`src/rtl/mandelbrot_example_pipeline_credit_ctrl.sv`:
```
// Credit-based flow control around a fixed-latency, never-stalling pipeline.
// Upstream beats are admitted only while a FIFO slot is reserved for them,
// so the pipeline can run free and its output always has a landing place.
module mandelbrot_example_pipeline_credit_ctrl #(
  parameter int C_DWIDTH     = 32,
  parameter int C_DEPTH      = 3,
  parameter int C_FIFO_DEPTH = 8
) (
  input  logic                              aclk,
  input  logic                              areset,
  input  logic                              s_tvalid,
  output logic                              s_tready,
  input  logic [C_DWIDTH-1:0]               s_tdata,
  output logic [C_DWIDTH:0]                 p_din,
  output logic                              p_aclken,
  input  logic [C_DWIDTH:0]                 p_dout,
  output logic                              m_tvalid,
  input  logic                              m_tready,
  output logic [C_DWIDTH-1:0]               m_tdata,
  output logic [$clog2(C_FIFO_DEPTH+1)-1:0] level,
  output logic                              err_overflow
);

  localparam int LW = $clog2(C_FIFO_DEPTH + 1);
  localparam int AW = (C_FIFO_DEPTH > 1) ? $clog2(C_FIFO_DEPTH) : 1;
  localparam logic [LW-1:0] LP_FULL = LW'(C_FIFO_DEPTH);
  localparam logic [AW-1:0] LP_LAST = AW'(C_FIFO_DEPTH - 1);

  // The FIFO must hold every beat that can be in flight plus one, and the
  // pointer wrap below relies on a power-of-two depth.
  if ((C_FIFO_DEPTH < C_DEPTH + 1) || ((C_FIFO_DEPTH & (C_FIFO_DEPTH - 1)) != 0)
      || (C_DWIDTH < 1)) begin : g_bad_cfg
    $error("mandelbrot_example_pipeline_credit_ctrl: illegal parameter set");
  end

  // Control state
  logic [LW-1:0]       r_credits;
  logic [LW-1:0]       r_level;
  logic [AW-1:0]       r_wptr;
  logic [AW-1:0]       r_rptr;
  logic                r_tvalid;
  logic [C_DWIDTH-1:0] r_tdata;
  logic                r_err;

  // Storage (no reset needed; pointers and level qualify every read)
  logic [C_DWIDTH-1:0] r_mem [C_FIFO_DEPTH];

  // Per-cycle decode
  logic                w_accept;
  logic                w_pop;
  logic                w_in_vld;
  logic                w_full;
  logic                w_wr;
  logic                w_wr_err;
  logic [AW-1:0]       w_wptr_nxt;
  logic [AW-1:0]       w_rptr_nxt;
  logic [LW-1:0]       w_level_nxt;
  logic [LW-1:0]       w_credits_nxt;
  logic [C_DWIDTH-1:0] w_head_nxt;

  function automatic logic [AW-1:0] f_inc(input logic [AW-1:0] p);
    return (p == LP_LAST) ? '0 : p + AW'(1);
  endfunction

  // Ready depends only on reset and registered credits, never on valid/ready.
  assign s_tready = ~areset & (r_credits != '0);
  assign w_accept = s_tvalid & s_tready;
  assign p_din    = {w_accept, s_tdata};
  assign p_aclken = ~areset;

  assign w_in_vld = p_dout[C_DWIDTH];
  assign w_full   = (r_level == LP_FULL);
  assign w_wr     = w_in_vld & ~w_full;
  assign w_wr_err = w_in_vld & w_full;
  // Output valid mirrors level != 0, so a pop can never hit an empty FIFO.
  assign w_pop    = r_tvalid & m_tready;

  assign m_tvalid     = r_tvalid;
  assign m_tdata      = r_tdata;
  assign level        = r_level;
  assign err_overflow = r_err;

  // Next-state for pointers, occupancy, credits and the registered head word.
  always_comb begin
    w_wptr_nxt    = r_wptr;
    w_rptr_nxt    = r_rptr;
    w_level_nxt   = r_level;
    w_credits_nxt = r_credits;
    if (w_wr)  w_wptr_nxt = f_inc(r_wptr);
    if (w_pop) w_rptr_nxt = f_inc(r_rptr);
    case ({w_wr, w_pop})
      2'b10:   w_level_nxt = r_level + LW'(1);
      2'b01:   w_level_nxt = r_level - LW'(1);
      default: w_level_nxt = r_level;
    endcase
    // A credit is consumed at admission and returned only when the beat leaves.
    case ({w_accept, w_pop})
      2'b10:   w_credits_nxt = r_credits - LW'(1);
      2'b01:   w_credits_nxt = r_credits + LW'(1);
      default: w_credits_nxt = r_credits;
    endcase
    // The incoming word becomes the new head when it lands exactly in the
    // slot the read pointer will point at (empty FIFO, or last entry popped).
    w_head_nxt = r_mem[w_rptr_nxt];
    if (w_wr && (r_wptr == w_rptr_nxt)) w_head_nxt = p_dout[C_DWIDTH-1:0];
  end

  // Control registers; the sticky error clears only on reset.
  always_ff @(posedge aclk) begin
    if (areset) begin
      r_credits <= LP_FULL;
      r_level   <= '0;
      r_wptr    <= '0;
      r_rptr    <= '0;
      r_tvalid  <= 1'b0;
      r_err     <= 1'b0;
    end else begin
      r_credits <= w_credits_nxt;
      r_level   <= w_level_nxt;
      r_wptr    <= w_wptr_nxt;
      r_rptr    <= w_rptr_nxt;
      r_tvalid  <= (w_level_nxt != '0);
      r_err     <= r_err | w_wr_err;
    end
  end

  // FIFO storage write.
  always_ff @(posedge aclk) begin
    if (w_wr) r_mem[r_wptr] <= p_dout[C_DWIDTH-1:0];
  end

  // Registered head word; only meaningful while r_tvalid is set.
  always_ff @(posedge aclk) begin
    r_tdata <= w_head_nxt;
  end

endmodule

```
`config.mk`:
```
export PLATFORM = sky130hd
export DESIGN_NAME = mandelbrot_example_pipeline_credit_ctrl
export DESIGN_NICKNAME = d
export VERILOG_FILES = /design/src/rtl/mandelbrot_example_pipeline_credit_ctrl.sv
export SDC_FILE = /design/constraint.sdc
export NUM_CORES = 1
export LEC_CHECK = 0
export CAP_MARGIN = 5
export CORE_ASPECT_RATIO = 1.2
export CORE_MARGIN = 2
export CORE_UTILIZATION = 55
export CTS_CLUSTER_DIAMETER = 150
export CTS_CLUSTER_SIZE = 24
export DETAILED_ROUTE_END_ITERATION = 16
export DONT_BUFFER_PORTS = 1
export PLACE_DENSITY_LB_ADDON = 0.15
export SLEW_MARGIN = 20
export SYNTH_ARGS = -nofsm -noshare
export SYNTH_HDL_FRONTEND = slang
export SYNTH_SLANG_ARGS = --single-unit
```
`constraint.sdc`:
```
create_clock -name aclk -period 11.7 [get_ports aclk]
set_clock_uncertainty 0.2 [all_clocks]
set_input_delay 2.34 -clock aclk [delete_from_list [all_inputs] [get_ports aclk]]
set_output_delay 2.34 -clock aclk [all_outputs]
set_load 0.02 [all_outputs]
```
Run 1, clock wires, drivers and flops:
Drawn at 3 px/um.
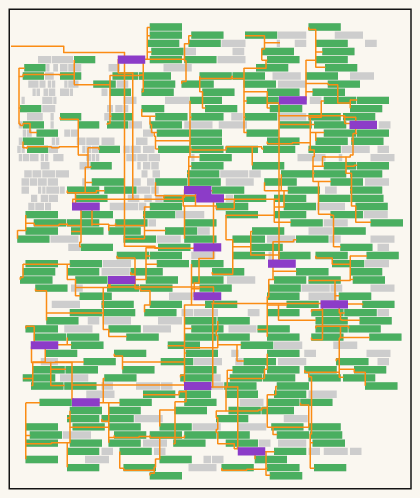
clock wires -> orange  # length 2610 um
cells driving clock nets -> purple  # count 15
flip-flops -> green  # count 275
flops lie = spread over the die
routed clock nets = 16
Clock Power: 522 uW
Clock Latency Late Sink: 480 ps
Clk pwr share: 0.249

Run 1, cell classes on the final placement:
Drawn at 2 px/um. Fill, decap, tap and diode cells in grey.
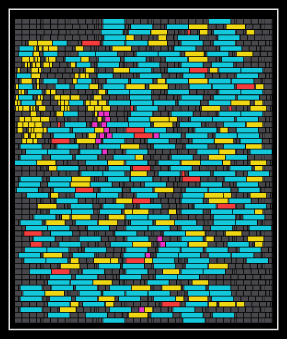
clock drivers and dummy loads -> red  # cells 21, share of their area 3.7%
all other logic -> yellow  # cells 189, share of their area 24%
other buffers and delay cells -> magenta  # cells 15, share of their area 1.0%
flip-flops -> cyan  # cells 275, share of their area 72%
# rows: 56
Core Box Area: 0.0196 mm^2
sequential share of cell area: 0.698

Run 1, M2 wires:
Drawn at 3 px/um.
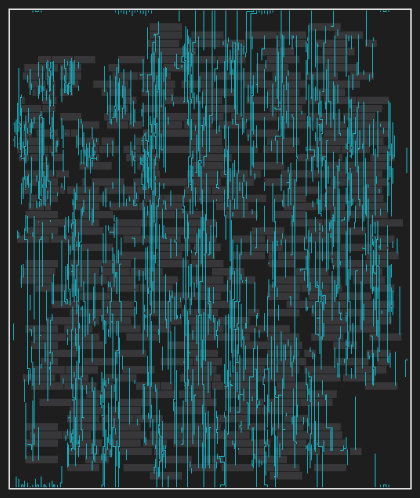
wire length on this layer = 9810 um
share of all routed wire = 52%
main direction = vertical
longest straight run = 78.2 um
nets with wire on the layer = 513

Run 1, clock routing:
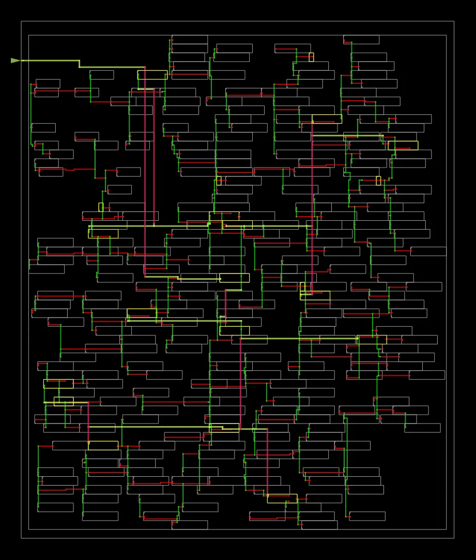
FF+latch count: 275
CTS buffer count: 15

==> metrics.yaml, run 1 <==
outcome:
  outcome: "complete, no violations"
setup_path:
  crit_fanout: 16
  cp_num_buf_inv: 1
  critPathLaunchType: "primary input"
  worstSetupPathDepth: 3
logic_synthesis:
  synth_adder_area_share: 0.0131
  avgSynthCellArea_um2: 21.2
  ys_types: 39
  ys_area_mm2: 0.0111
  yosysTopAreaCellShare: 0.695
min_path:
  hold_path.class: "reg -> reg"
pwr:
  p_leak_nw: 3.70
  pg_seq_mw: 1.18
place:
  dp.cells: 740
  placed_area_mm2: 0.0112
clock_tree:
  post_cts_resized: 0
  clk_pin_slew_worst_paths_ps: 90
  clock_path_buffers: 3
  cts_tree: "built"
drt:
  route.detailed.drc: 0
  routed_wl_mm: 18.8
final_layout:
  fill_cells: 1402
  clk_share: 0.0355
global_routing:
  use_met1: 0.226
timing:
  relSlewSlack: 0.277
  period_used_share: 0.478
  fmax_mhz: 179
flow_run:
  log.warning_count: 27
## Run 2: what changed since run 1
clock period = 4.9 ns   (was 11.7 ns; I/O delays follow)
Run 2, nets reached from selected ports:
Drawn at 2 px/um.
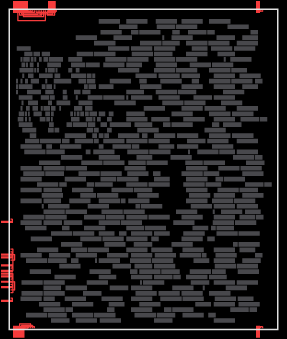
`s_tdata` -> red  # bits 32, direction input, edge 14 north, 10 west, 8 south, end cells 0, wire 240 um

Run 2, M2 wires:
Drawn at 3 px/um.
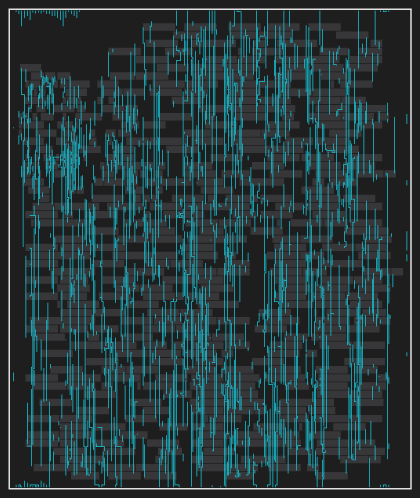
longest straight run = 95.2 um
main direction = vertical
via count: 4662
Routed WL: 19.3 mm
GR Util met2: 0.313

==> metrics.yaml, run 2 <==
outcome:
  outcome: "complete, no violations"  # unchanged
setup_path:
  slowest_delay_ps: 890  # was 360 ps
  worstSetupPathDepth: 3  # unchanged
  cp_num_buf_inv: 1  # unchanged
  crit_fanout: 42  # was 16
  cp.required_ps: 3720  # was 9160 ps
  critPathLaunchType: "register"  # was primary input
place:
  placed_area_mm2: 0.0112  # about the same
pwr:
  pg_seq_mw: 2.85  # was 1.18 mW
  clkPwrFrac: 0.253  # was 0.249
  p_leak_nw: 3.72  # was 3.70 nW
clock_tree:
  clock_path_buffers: 3  # unchanged
  post_cts_resized: 0  # unchanged
  clk_latency_ps: 480  # about the same
  cts_tree: "built"  # unchanged
global_routing:
  use_met1: 0.236  # was 0.226
  grt_pass1_wl_mm: 29.2  # was 28.4 mm
floorplanning:
  die_w_um: 133  # unchanged
  row_count: 56  # unchanged
  coreArea_mm2: 0.0196  # unchanged
  fp_util: 0.564  # unchanged
final_layout:
  fill_cells: 1424  # was 1402
  clk_share: 0.0374  # was 0.0355
  flop_area_mm2: 0.00807  # unchanged
  design.seq.count: 275  # unchanged
  seq-cell-share: 0.695  # was 0.698
drt:
  route.detailed.drc: 0  # unchanged
min_path:
  hold_path.class: "reg -> reg"  # unchanged
logic_synthesis:
  postSynthSeqShare: 0.729  # unchanged
  avgSynthCellArea_um2: 21.2  # unchanged
  ys.warnings.count: 0  # unchanged
  ys_area_mm2: 0.0111  # unchanged
  synth_adder_area_share: 0.0131  # unchanged
flow_run:
  log.warning_count: 27  # unchanged
timing:
  period_used_share: 0.782
  fmax_mhz: 261
## Run 3: what changed since run 2
clock period = 3.1 ns   (was 4.9 ns; I/O delays follow)
Run 3, clock routing:
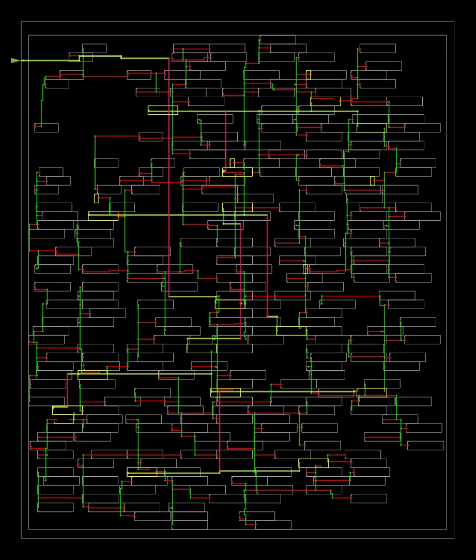
Clock Power: 1.96 mW
clock buffers: 20
Clock Sinks: 275

==> metrics.yaml, run 3 <==
outcome:
  outcome: "complete, no violations"  # unchanged
logic_synthesis:
  avgSynthCellArea_um2: 21.2  # unchanged
  synth_adder_area_share: 0.0131  # unchanged
  postSynthSeqShare: 0.729  # unchanged
  ys_types: 39  # unchanged
  ys.warnings.count: 0  # unchanged
  ys_area_mm2: 0.0111  # unchanged
  ys.flops: 275  # unchanged
  ys_sh_mux: 0.184  # unchanged
final_layout:
  flop_area_mm2: 0.00807  # unchanged
  seq-cell-share: 0.687  # was 0.695
  final_area_mm2: 0.0118  # was 0.0116 mm^2
  fill_cells: 1390  # was 1424
  design.seq.count: 275  # unchanged
  clk_share: 0.0349  # was 0.0374
  antennaDiodeCount: 0  # unchanged
place:
  dp.cells: 749  # was 741
clock_tree:
  clk_latency_ps: 480  # about the same
  clock_path_buffers: 3  # unchanged
  cts-root-buf: "clkbuf_16"  # unchanged
  clk_pin_slew_worst_paths_ps: 90  # about the same
  cts_buffers: 15  # unchanged
  cts_tree: "built"  # unchanged
pwr:
  pg_seq_mw: 4.34  # was 2.85 mW
  clkPwrFrac: 0.245  # was 0.253
  comb_power_share: 0.211  # was 0.184
drt:
  route.detailed.drc: 0  # unchanged
  drtIter0Drc: 309  # was 252
setup_path:
  cp_num_buf_inv: 1  # unchanged
  crit_fanout: 42  # unchanged
  worstSetupPathDepth: 3  # unchanged
  r2r_slack_ps: 440  # was 1740 ps
  slowest_delay_ps: 600  # was 890 ps
floorplanning:
  tap_cells: 261  # unchanged
  row_count: 56  # unchanged
  coreArea_mm2: 0.0196  # unchanged
  num_io_pins: 142  # unchanged
  fp_util: 0.564  # unchanged
timing:
  fmax_mhz: 338
  period_used_share: 0.954
  relSlewSlack: 0.672  # was 0.295
flow_run:
  log.warning_count: 28  # was 27
min_path:
  hold_path.class: "in -> reg"  # was reg -> reg
global_routing:
  grt_pass1_wl_mm: 29.2  # about the same
  use_met1: 0.234  # was 0.236
Run 3, M2 wires:
Drawn at 3 px/um.
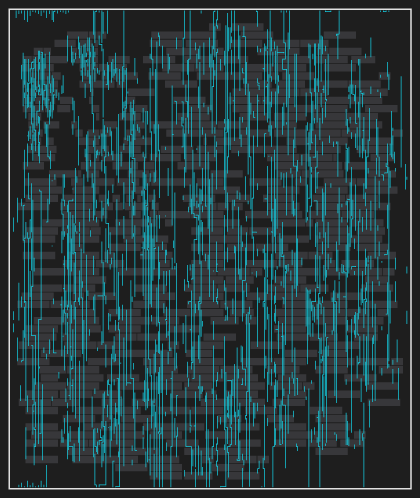
Routed WL: 19.0 mm
GR Util met2: 0.309
via count: 4671

Power is estimated from default activity; no workload was simulated.
